Figure 1. Power grid (run 1).
Bar = 10 µm. Pins as bars on the die edge.
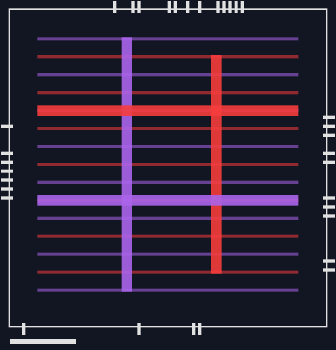
Figure 2. Placement by cell class (run 1).
Fill, decap, tap and diode cells in gray.
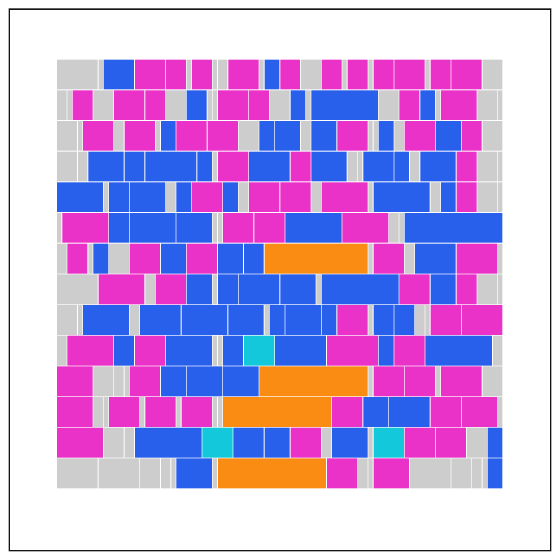
Figure 3. Clock network drawn from the DEF (run 1).
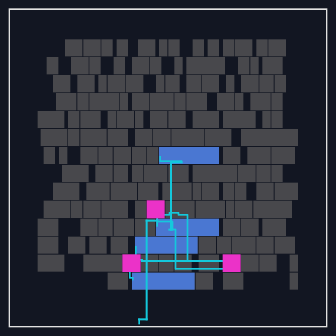
Figure 4. Routed metal, one color a layer (run 1).
Bar = 10 µm. Only two layers are drawn.
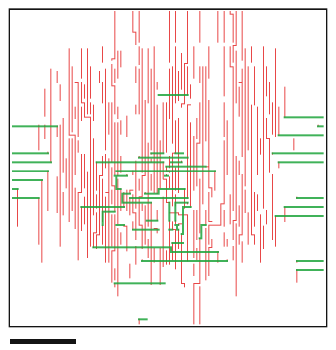
==> src/rtl/multicycle_ctrl.sv <==
// Multicycle MIPS-style control FSM (Moore states; FETCH strobes qualified by mem_ready).
// Optional jump support: define MULTICYCLE_JUMP_EN to make opcode 000010 reach JUMP.
module multicycle_ctrl (
  input  logic       clk,
  input  logic       rstn,
  input  logic [5:0] opcode,
  input  logic       zero,
  input  logic       mem_ready,
  output logic       pcwrite,
  output logic       pcwritecond,
  output logic       iord,
  output logic       memread,
  output logic       memwrite,
  output logic       irwrite,
  output logic       regdst,
  output logic       memtoreg,
  output logic       regwrite,
  output logic       alusrca,
  output logic [1:0] alusrcb,
  output logic [1:0] pcsource,
  output logic [2:0] aluop,
  output logic       rtype,
  output logic       illegal,
  output logic [3:0] state
);

  typedef enum logic [3:0] {
    FETCH   = 4'd0,
    DECODE  = 4'd1,
    MEMADR  = 4'd2,
    MEMRD   = 4'd3,
    MEMWB   = 4'd4,
    MEMWR   = 4'd5,
    RTEXEC  = 4'd6,
    RTWB    = 4'd7,
    BRANCH  = 4'd8,
    IMMEXEC = 4'd9,
    IMMWB   = 4'd10,
    JUMP    = 4'd11
  } state_t;

  localparam logic [5:0] OP_RTYPE = 6'b000000;
  localparam logic [5:0] OP_LW    = 6'b100011;
  localparam logic [5:0] OP_SW    = 6'b101011;
  localparam logic [5:0] OP_BEQ   = 6'b000100;
  localparam logic [5:0] OP_ORI   = 6'b001101;
  localparam logic [5:0] OP_ADDI  = 6'b001000;
`ifdef MULTICYCLE_JUMP_EN
  localparam logic [5:0] OP_J     = 6'b000010;
`endif

  state_t cur, nxt;

  // The branch decision (pcwritecond & zero) is formed in the datapath.
  logic zero_unused;
  assign zero_unused = zero;

  assign state = cur;

  always_ff @(posedge clk or negedge rstn) begin
    if (!rstn) cur <= FETCH;
    else       cur <= nxt;
  end

  // Outputs are forced low while rstn is low so FETCH's memread cannot leak out.
  always_comb begin
    nxt         = cur;
    pcwrite     = 1'b0;
    pcwritecond = 1'b0;
    iord        = 1'b0;
    memread     = 1'b0;
    memwrite    = 1'b0;
    irwrite     = 1'b0;
    regdst      = 1'b0;
    memtoreg    = 1'b0;
    regwrite    = 1'b0;
    alusrca     = 1'b0;
    alusrcb     = '0;
    pcsource    = '0;
    aluop       = '0;
    rtype       = 1'b0;
    illegal     = 1'b0;
    if (rstn) begin
      case (cur)
        FETCH: begin
          memread = 1'b1;
          alusrcb = 2'b01;
          aluop   = 3'b001;
          if (mem_ready) begin
            irwrite = 1'b1;
            pcwrite = 1'b1;
            nxt     = DECODE;
          end
        end
        DECODE: begin
          alusrcb = 2'b11;
          aluop   = 3'b001;
          case (opcode)
            OP_LW, OP_SW:    nxt = MEMADR;
            OP_RTYPE:        nxt = RTEXEC;
            OP_BEQ:          nxt = BRANCH;
            OP_ORI, OP_ADDI: nxt = IMMEXEC;
`ifdef MULTICYCLE_JUMP_EN
            OP_J:            nxt = JUMP;
`endif
            default: begin
              nxt     = FETCH;
              illegal = 1'b1;
            end
          endcase
        end
        MEMADR: begin
          alusrca = 1'b1;
          alusrcb = 2'b10;
          aluop   = 3'b001;
          nxt     = (opcode == OP_LW) ? MEMRD : MEMWR;
        end
        MEMRD: begin
          memread = 1'b1;
          iord    = 1'b1;
          if (mem_ready) nxt = MEMWB;
        end
        MEMWB: begin
          regwrite = 1'b1;
          memtoreg = 1'b1;
          nxt      = FETCH;
        end
        MEMWR: begin
          iord     = 1'b1;
          memwrite = 1'b1;
          if (mem_ready) nxt = FETCH;
        end
        RTEXEC: begin
          alusrca = 1'b1;
          rtype   = 1'b1;
          nxt     = RTWB;
        end
        RTWB: begin
          regwrite = 1'b1;
          regdst   = 1'b1;
          nxt      = FETCH;
        end
        BRANCH: begin
          alusrca     = 1'b1;
          aluop       = 3'b101;
          pcsource    = 2'b01;
          pcwritecond = 1'b1;
          nxt         = FETCH;
        end
        IMMEXEC: begin
          alusrca = 1'b1;
          alusrcb = 2'b10;
          aluop   = (opcode == OP_ORI) ? 3'b000 : 3'b001;
          nxt     = IMMWB;
        end
        IMMWB: begin
          regwrite = 1'b1;
          nxt      = FETCH;
        end
        JUMP: begin
`ifdef MULTICYCLE_JUMP_EN
          pcwrite  = 1'b1;
          pcsource = 2'b10;
`endif
          nxt = FETCH;
        end
        default: nxt = FETCH;
      endcase
    end
  end

endmodule

==> config.mk <==
export PLATFORM = sky130hd
export DESIGN_NAME = multicycle_ctrl
export DESIGN_NICKNAME = d
export VERILOG_FILES = /design/src/rtl/multicycle_ctrl.sv
export SDC_FILE = /design/constraint.sdc
export NUM_CORES = 1
export LEC_CHECK = 0
export ABC_AREA = 0
export CORE_MARGIN = 4
export CORE_UTILIZATION = 38
export DETAILED_ROUTE_END_ITERATION = 6
export GPL_TIMING_DRIVEN = 1
export PLACE_DENSITY = 0.84
export SLEW_MARGIN = 20
export SYNTH_ARGS = -nofsm -noshare
export SYNTH_HDL_FRONTEND = slang
export SYNTH_SLANG_ARGS = --single-unit
==> constraint.sdc <==
create_clock -name clk -period 1.79 [get_ports clk]
set_input_delay 0.358 -clock clk [delete_from_list [all_inputs] [get_ports clk]]
set_output_delay 0.358 -clock clk [all_outputs]
set_load 0.01 [all_outputs]
==> deck_impl_summary.md, run 1 <==
Implementation Results

Run status
  – Status: finished with violations
  – Failing checks: setup timing

Logic synthesis
  – Syn avg cell area: 7.03 µm²
  – Main flop type: dfrtp_1
  – Synth warn: 0
  – Synth top cells by count: nor2_1 (9), clkbuf_1 (7), nand2_1 (7)
  – Logic family by area: simple AND/OR/NAND/NOR gates
  – Post-synth EDFFs: 0
  – Post-Synthesis Cells: 86
  – Most common cell in the netlist: nor2_1
  – Synth flops: 4
  – Yosys xor share: 4.35%
  – Chip Area, Yosys: 604 µm²
  – Mapped Area: 604 µm²
  – Adder share: 0%
  – Register area share after synthesis: 16.6%
  – Top cells by area: dfrtp_1 (17%), nor2_1 (5.6%), a21oi_1 (5.0%)
  – Post-synth top area share: 16.6%
  – Post-synthesis compound-gate area fraction: 28.2%
  – Distinct lib cells: 41
  – Multiplexer share: 0%
  – Dominant cell type by area after synthesis: dfrtp_1
  – Post-synthesis simple-gate area fraction: 36.6%
  – Post-synthesis async set-or-reset flop share: 100%
  – Yosys cell count: 86

Setup path
  – R2r setup slk: 40 ps
  – Setup CP Type: reg2out
  – Crit path arrival time: 1480 ps
  – Reg2reg path depth: 6
  – RR Endpoint: state[1]
  – Crit Path Max Fanout: 9
  – CP required: 1430 ps
  – Reg2Reg Launch Point: state[2]
  – Critical Path End Type: output pin
  – Startpoint types: register

Placement
  – HPWL after DPL: 1710 µm
  – Setup Slack @ Placement: -674 ps
  – Cell Count Post-Placement: 154
  – Post-DP Area: 0.00111 mm²
  – Routability cong.: 0.809
  – Port Buffers: 29

Layout
  – Layout area overhead: 104%
  – Top Layout Cells: buf_4 (39), buf_2 (10), clkbuf_2 (7)
  – Max reg flops: 4
  – Post-Layout Cell Count: 165
  – Most frequent logic cell in the layout: buf_4
  – Non-clk invs: 4
  – Comb area share: 43.8%
  – Buffering overhead: 43.1%
  – FF/Latch Area: 104 µm²
  – CLK BUF: 3
  – Share of layout cells above drive strength 1: 61.1%
  – Clock buf/inv share: 1.83%
  – Flop count: 4
  – Final nets: 161
  – Number of logic gates: 67
  – Non-clock buffers: 71
  – Antenna cell count: 0
  – FILL cells: 91
  – Top cell category: logic gates
  – Comb area: 539 µm²

CTS
  – Hold-fix buffers at CTS: 0
  – Post-CTS sizing: 73
  – Root buffer cell: clkbuf_4
  – Clock sinks: 4
  – Clk buf depth: 2
  – TritonCTS Buffers: 3
  – Clk pin slew, worst setup/hold paths: 50 ps
  – Clk ins delay skew pair: 250 ps
  – Total setup buffers inserted after CTS: 5
  – Htree depth: 1
  – CTS tree: done

Detailed routing
  – DR DRC count: 0
  – Vias/cell: 5.89
  – Final ANT Viol Nets: 0
  – Met3 WL: 235 µm
  – Met2 WL: 1430 µm
  – First drt pass iteration count: 4
  – DRT iter0 DRCs: 32
  – Top sig layer: met4
  – M1 WL: 948 µm

Hold path
  – Hold Path Class: in2async

Job
  – Tool warning count: 29
  – Max_cap viols: 0

Global route
  – Vias in the first global route: 866
  – GR Util met1: 26.0%
  – Met3 usage: 3.76%
  – Total track usage: 23.0%
  – First-pass GRT wire length: 3680 µm
  – GRT busiest layer: met2
  – GRT overflow: 0
  – Initial antenna violation count: 0
  – Grt met2 use: 42.2%
  – Pin count of the biggest net entering global routing: 13

STA
  – Clock skew: 16.7 ps
  – Clock period minus worst slack: 1840 ps
  – Setup_tns: -88.4 ps
  – Final Setup Violations: 5
  – Fin Hold WS: 410 ps
  – Worst setup margin: -46.5 ps
  – Fmax: 545 MHz
  – Final hold vios: 0
  – RSZ-0062 raised after global routing: yes
  – Pins over their slew limit: 0
  – Final period utilization: 103%

Floorplanning
  – Ports: 33
  – Row cnt: 14
  – Initial Utilization: 40.1%
  – Die area: 0.00229 mm²
  – Tap cell count: 16

Power and ir drop
  – Power per cell area: 1290 mW/mm²
  – Sw Pwr: 733 µW
  – Leak: 0.622 nW
  – Int Power: 858 µW
  – Gate power share: 79.2%
  – Switching share of total power: 46.1%
  – Total Power: 1.59 mW
  – Clk pwr share: 7.6%
  – Sequential Power Share: 13.3%
About Figure 1:
color	net
red	VDD
purple	VSS
met1 rails	15
rows	14
Peak VDD IR: 0.756 mV
core footprint: 0.00151 mm²
Die Y: 47.9 µm
Chip Width: 47.9 µm

About Figure 2:
color	class	cells
magenta	other buffers and delay cells	71
cyan	cells driving clock nets	3
orange	flip-flops	4
blue	all other logic	71
Seq area share: 8.43%
post-layout util: 81.8%
cell area after layout: 0.00123 mm²

About Figure 3:
[magenta] cells driving clock nets | count: 3
[blue] flip-flops | count: 4
[cyan] clock wires | length: 89.6 µm
routed clock nets	4

About Figure 4:
color	layer	wire length
red	met2	1,430 µm
green	met3	235 µm
WL final: 2700 µm
routed len/inst: 16.3 µm
DR vias: 972

## run 1: worst max path at each step
stage	from	endpoint	cells past startpoint
2_1_floorplan	state[3]	pcsource[0]	5
3_3_place_gp	opcode[1]	illegal	6
3_5_place_dp	opcode[1]	illegal	6
4_1_cts	state[2]	irwrite	4
5_1_grt	state[0]	memread	4
6_report	state[0]	memread	4
## run 1: worst max-delay path: stages, from the launching register on
cell and delay [ps]:
dfrtp_1 400, buf_4 200, nand2_1 130, and4_1 210, dlygate4sd2_1 280
## run 1: power groups by stage
stage / clock network (mW) / registers, mW / logic, mW
after floorplan: 0 / 0.178 / 0.521
after CTS: 0.117 / 0.184 / 1.14
after global placement: 0 / 0.185 / 1.08
final: 0.120 / 0.211 / 1.26
after detailed placement: 0 / 0.185 / 1.11
after global routing: 0.120 / 0.220 / 1.33
==> run 1 -> run 2 <==
--- a/config.mk
+++ b/config.mk
@@ -11,7 +11,7 @@
 export DETAILED_ROUTE_END_ITERATION = 6
 export GPL_TIMING_DRIVEN = 1
 export PLACE_DENSITY = 0.84
-export SLEW_MARGIN = 20
+export SLEW_MARGIN = 15
 export SYNTH_ARGS = -nofsm -noshare
 export SYNTH_HDL_FRONTEND = slang
 export SYNTH_SLANG_ARGS = --single-unit
==> deck_impl_summary.md, run 2 <==
Implementation Results

Run status
  – Status: finished with violations
  – Failing checks: setup timing

Logic synthesis
  – Multiplexer share: 0%
  – Top cells by area: dfrtp_1 (17%), nor2_1 (5.6%), a21oi_1 (5.0%)
  – Syn avg cell area: 7.03 µm²
  – Logic family by area: simple AND/OR/NAND/NOR gates
  – Mapped Area: 604 µm²
  – Post-synth EDFFs: 0
  – Post-Synthesis Cells: 86
  – Post-synth top area share: 16.6%
  – Distinct lib cells: 41
  – Adder share: 0%
  – Yosys xor share: 4.35%

Global route
  – Pin count of the biggest net entering global routing: 13
  – Initial antenna violation count: 0
  – Total track usage: 23.0%
  – Vias in the first global route: 866
  – GRT overflow: 0
  – GRT busiest layer: met2

Layout
  – Post-layout util: 81.8%
  – Post-Layout Cell Count: 165
  – Final nets: 161
  – Comb area: 539 µm²
  – Most frequent logic cell in the layout: buf_4
  – Antenna cell count: 0

Detailed routing
  – M1 WL: 948 µm
  – WL final: 2700 µm
  – Top sig layer: met4
  – DRT iter0 DRCs: 32
  – First drt pass iteration count: 4
  – DR DRC count: 0
  – DR vias: 972
  – Met2 WL: 1430 µm

Placement
  – Setup Slack @ Placement: -674 ps
  – HPWL after DPL: 1710 µm
  – Cell Count Post-Placement: 154

CTS
  – Clk buf depth: 2
  – CTS tree: done
  – Clk ins delay skew pair: 250 ps
  – Htree depth: 1

STA
  – Final Setup Violations: 5
  – Worst setup margin: -46.5 ps
  – Final period utilization: 103%
  – Pins over their slew limit: 0
  – Fin Hold WS: 410 ps
  – Final hold vios: 0
  – Clock skew: 16.7 ps

Floorplanning
  – Ports: 33
  – Initial Utilization: 40.1%
  – Row cnt: 14
  – Core footprint: 0.00151 mm²

Setup path
  – Setup CP Type: reg2out
  – R2r setup slk: 40 ps
  – Worst Setup EP: memread
  – Reg2reg path depth: 6
  – Crit. Startpoint: state[0]

Power and ir drop
  – Leak: 0.622 nW
  – Peak VDD IR: 0.756 mV
  – Power per cell area: 1290 mW/mm²

Job
  – Tool warning count: 29
  – Max_cap viols: 0
-- run 2: power breakdown --
group | internal, mW | total [mW] | switching (mW)
registers | 0.131 | 0.211 | 0.0806
logic | 0.651 | 1.26 | 0.608
clock network | 0.0755 | 0.120 | 0.0446
total | 0.858 | 1.59 | 0.733
-- run 2: area by class of cell --
class,count,area share [%]
inverter,4,1.22
tap,16,1.62
clock buffer,3,1.83
timing repair buffer,71,43.1
sequential,4,8.43
multi-input combinational,67,43.8
-- run 2: critical path, cell delays in order, from the launching register on --
cell	delay, ps
dfrtp_1	400
buf_4	200
nand2_1	130
and4_1	210
dlygate4sd2_1	280
-- run 2: what timing repair did --
item | 4_1_cts | 5_1_grt
pin swaps | 6 | 15
endpoints found under the setup margin | 19 | 17
resized | 73 | 42
setup buffers | 5 | 3
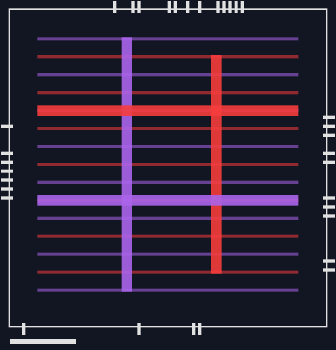
Figure 5: run 2, power grid.
Bar = 10 µm. Pins as bars on the die edge.
color	net
purple	VSS
red	VDD
met1 rails	15
signal pins	33
met5 straps	2
rows	14
met4 straps	2

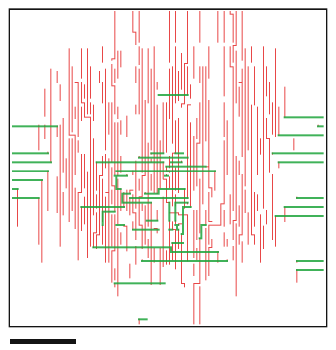
Figure 6: run 2, routed metal, one color a layer.
Bar = 10 µm. Only two layers are drawn.
color	layer	wire length
red	met2	1,430 µm
green	met3	235 µm

==> run 2 -> run 3 <==
--- a/config.mk
+++ b/config.mk
@@ -7,10 +7,11 @@
 export LEC_CHECK = 0
 export ABC_AREA = 0
 export CORE_MARGIN = 4
-export CORE_UTILIZATION = 38
+export CORE_UTILIZATION = 34
+export CTS_CLUSTER_SIZE = 16
 export DETAILED_ROUTE_END_ITERATION = 6
 export GPL_TIMING_DRIVEN = 1
-export PLACE_DENSITY = 0.84
+export PLACE_DENSITY = 0.8
 export SLEW_MARGIN = 15
 export SYNTH_ARGS = -nofsm -noshare
 export SYNTH_HDL_FRONTEND = slang
==> constraint.sdc (replaced) <==
create_clock -name clk -period 1.65 [get_ports clk]
set_input_delay 0.33 -clock clk [delete_from_list [all_inputs] [get_ports clk]]
set_output_delay 0.33 -clock clk [all_outputs]
set_load 0.01 [all_outputs]
==> deck_impl_summary.md, run 3 <==
Implementation Results

Setup path
  – Crit. Startpoint: state[3]
  – Crit path arrival time: 1540 ps
  – Startpoint types: register
  – Crit Path Max Fanout: 3
  – Setup CP Type: reg2out
  – Reg2Reg Launch Point: state[1]
  – CP required: 1320 ps

CTS
  – CTS tree: done
  – Clock sinks: 4
  – Htree depth: 1
  – TritonCTS Buffers: 3
  – Clk pin slew, worst setup/hold paths: 40 ps
  – Clk ins delay skew pair: 230 ps
  – Post-CTS sizing: 118

STA
  – Fmax: 534 MHz
  – Final Setup Violations: 18
  – Setup_tns: -1940 ps
  – Final period utilization: 113%
  – Clock skew: 3.16 ps
  – Final hold vios: 0
  – Pins over their slew limit: 0
  – Worst setup margin: -222 ps
  – Clock period minus worst slack: 1870 ps
  – RSZ-0062 raised after global routing: yes

Logic synthesis
  – Post-synthesis async set-or-reset flop share: 100%
  – Post-synth top area share: 16.6%
  – Logic family by area: simple AND/OR/NAND/NOR gates
  – Adder share: 0%
  – Most common cell in the netlist: nor2_1
  – Dominant cell type by area after synthesis: dfrtp_1
  – Yosys xor share: 4.35%
  – Mapped Area: 604 µm²
  – Distinct lib cells: 41
  – Post-synth EDFFs: 0
  – Register area share after synthesis: 16.6%
  – Top cells by area: dfrtp_1 (17%), nor2_1 (5.6%), a21oi_1 (5.0%)
  – Synth top cells by count: nor2_1 (9), clkbuf_1 (7), nand2_1 (7)
  – Yosys cell count: 86
  – Post-synthesis compound-gate area fraction: 28.2%
  – Syn avg cell area: 7.03 µm²
  – Multiplexer share: 0%
  – Synth flops: 4

Detailed routing
  – Routed len/inst: 19.6 µm
  – WL final: 3580 µm
  – Met2 WL: 1740 µm
  – DR DRC count: 0
  – Final ANT Viol Nets: 0
  – DR vias: 1,062
  – DRT iter0 DRCs: 28
  – M1 WL: 1370 µm
  – Met3 WL: 268 µm

Run status
  – Failing checks: setup timing
  – Status: finished with violations

Global route
  – First-pass GRT wire length: 5170 µm
  – Total track usage: 26.4%
  – Vias in the first global route: 1,117
  – Pin count of the biggest net entering global routing: 10
  – Met3 usage: 4.14%

Layout
  – Antenna cell count: 0
  – Top Layout Cells: buf_4 (44), buf_2 (17), buf_6 (9)
  – Layout area overhead: 130%
  – Share of layout cells above drive strength 1: 72.3%
  – FILL cells: 78
  – Post-Layout Cell Count: 183
  – Final nets: 171
  – Most frequent logic cell in the layout: buf_4

Power and ir drop
  – Power per cell area: 1550 mW/mm²
  – P_seq: 219 µW
  – Clk pwr share: 5.5%
  – Leak: 0.680 nW
  – Sw Pwr: 998 µW
  – Total Power: 2.15 mW
  – Peak VDD IR: 1.10 mV
  – Gate power share: 84.3%
  – Int Power: 1.15 mW

Placement
  – Post-DP Area: 0.00112 mm²
  – Routability cong.: 0.849
  – HPWL after DPL: 1880 µm
  – Port Buffers: 29
  – Cell Count Post-Placement: 162

Floorplanning
  – Initial Utilization: 37.9%
  – Die area: 0.00252 mm²
  – Chip Width: 50.2 µm
  – Die Y: 50.2 µm
  – Ports: 33

Job
  – Tool warning count: 30
  – Max_cap viols: 0

Hold path
  – Hold Path Class: in2async
run 3: worst paths after layout:
kind / endpoint / slack (ps) / depth (start not counted)
setup / recovery: aluop[0] / -220 / 6
hold / removal: state[0] / 380 / 2
setup reg to reg: state[0] / -130 / 6
hold reg to reg: state[0] / 900 / 3
max in group asynchronous: state[3] / 1140 / 2
min in group clk: state[2] / 690 / 5
run 3: worst max-delay path, cell delays in order, from the launching register on:
cell	delay, ps
dfrtp_2	410
buf_4	150
and4_2	210
a21oi_2	140
nor2_1	70
a211oi_1	160
buf_2	160
run 3: area by class of cell:
class                   instances  area [µm²]  share of cell area, %
well taps                      24        30.0                   2.16
repair buffers                 81         628                   45.2
inverters                       4        17.5                   1.26
flip-flops and latches          4         105                   7.56
multi-input cells              67         587                   42.2
clock buffers                   3        22.5                   1.62
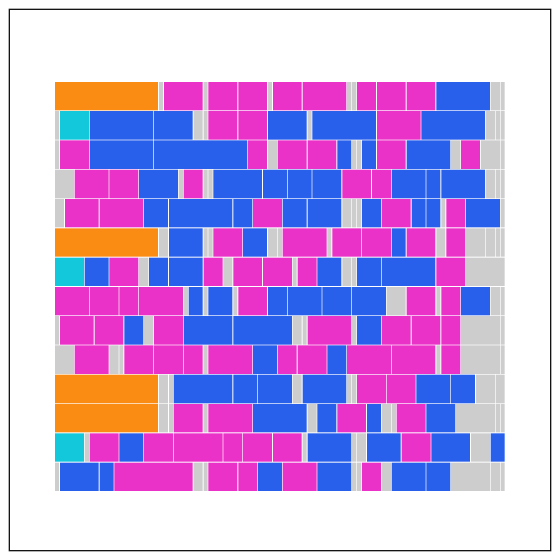
Figure 7: run 3, placement by cell class.
Fill, decap, tap and diode cells in gray.
color	class	cells
magenta	other buffers and delay cells	81
blue	all other logic	71
cyan	cells driving clock nets	3
orange	flip-flops	4
Seq area share: 7.56%
row cnt: 14
cell area after layout: 0.00139 mm²
core footprint: 0.00159 mm²
post-layout util: 87.2%

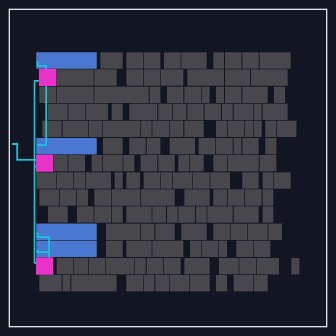
Figure 8: run 3, clock network drawn from the DEF.
[magenta] cells driving clock nets | count: 3
[cyan] clock wires | length: 64.4 µm
[blue] flip-flops | count: 4
routed clock nets	4

Power and IR drop assume default switching activity.
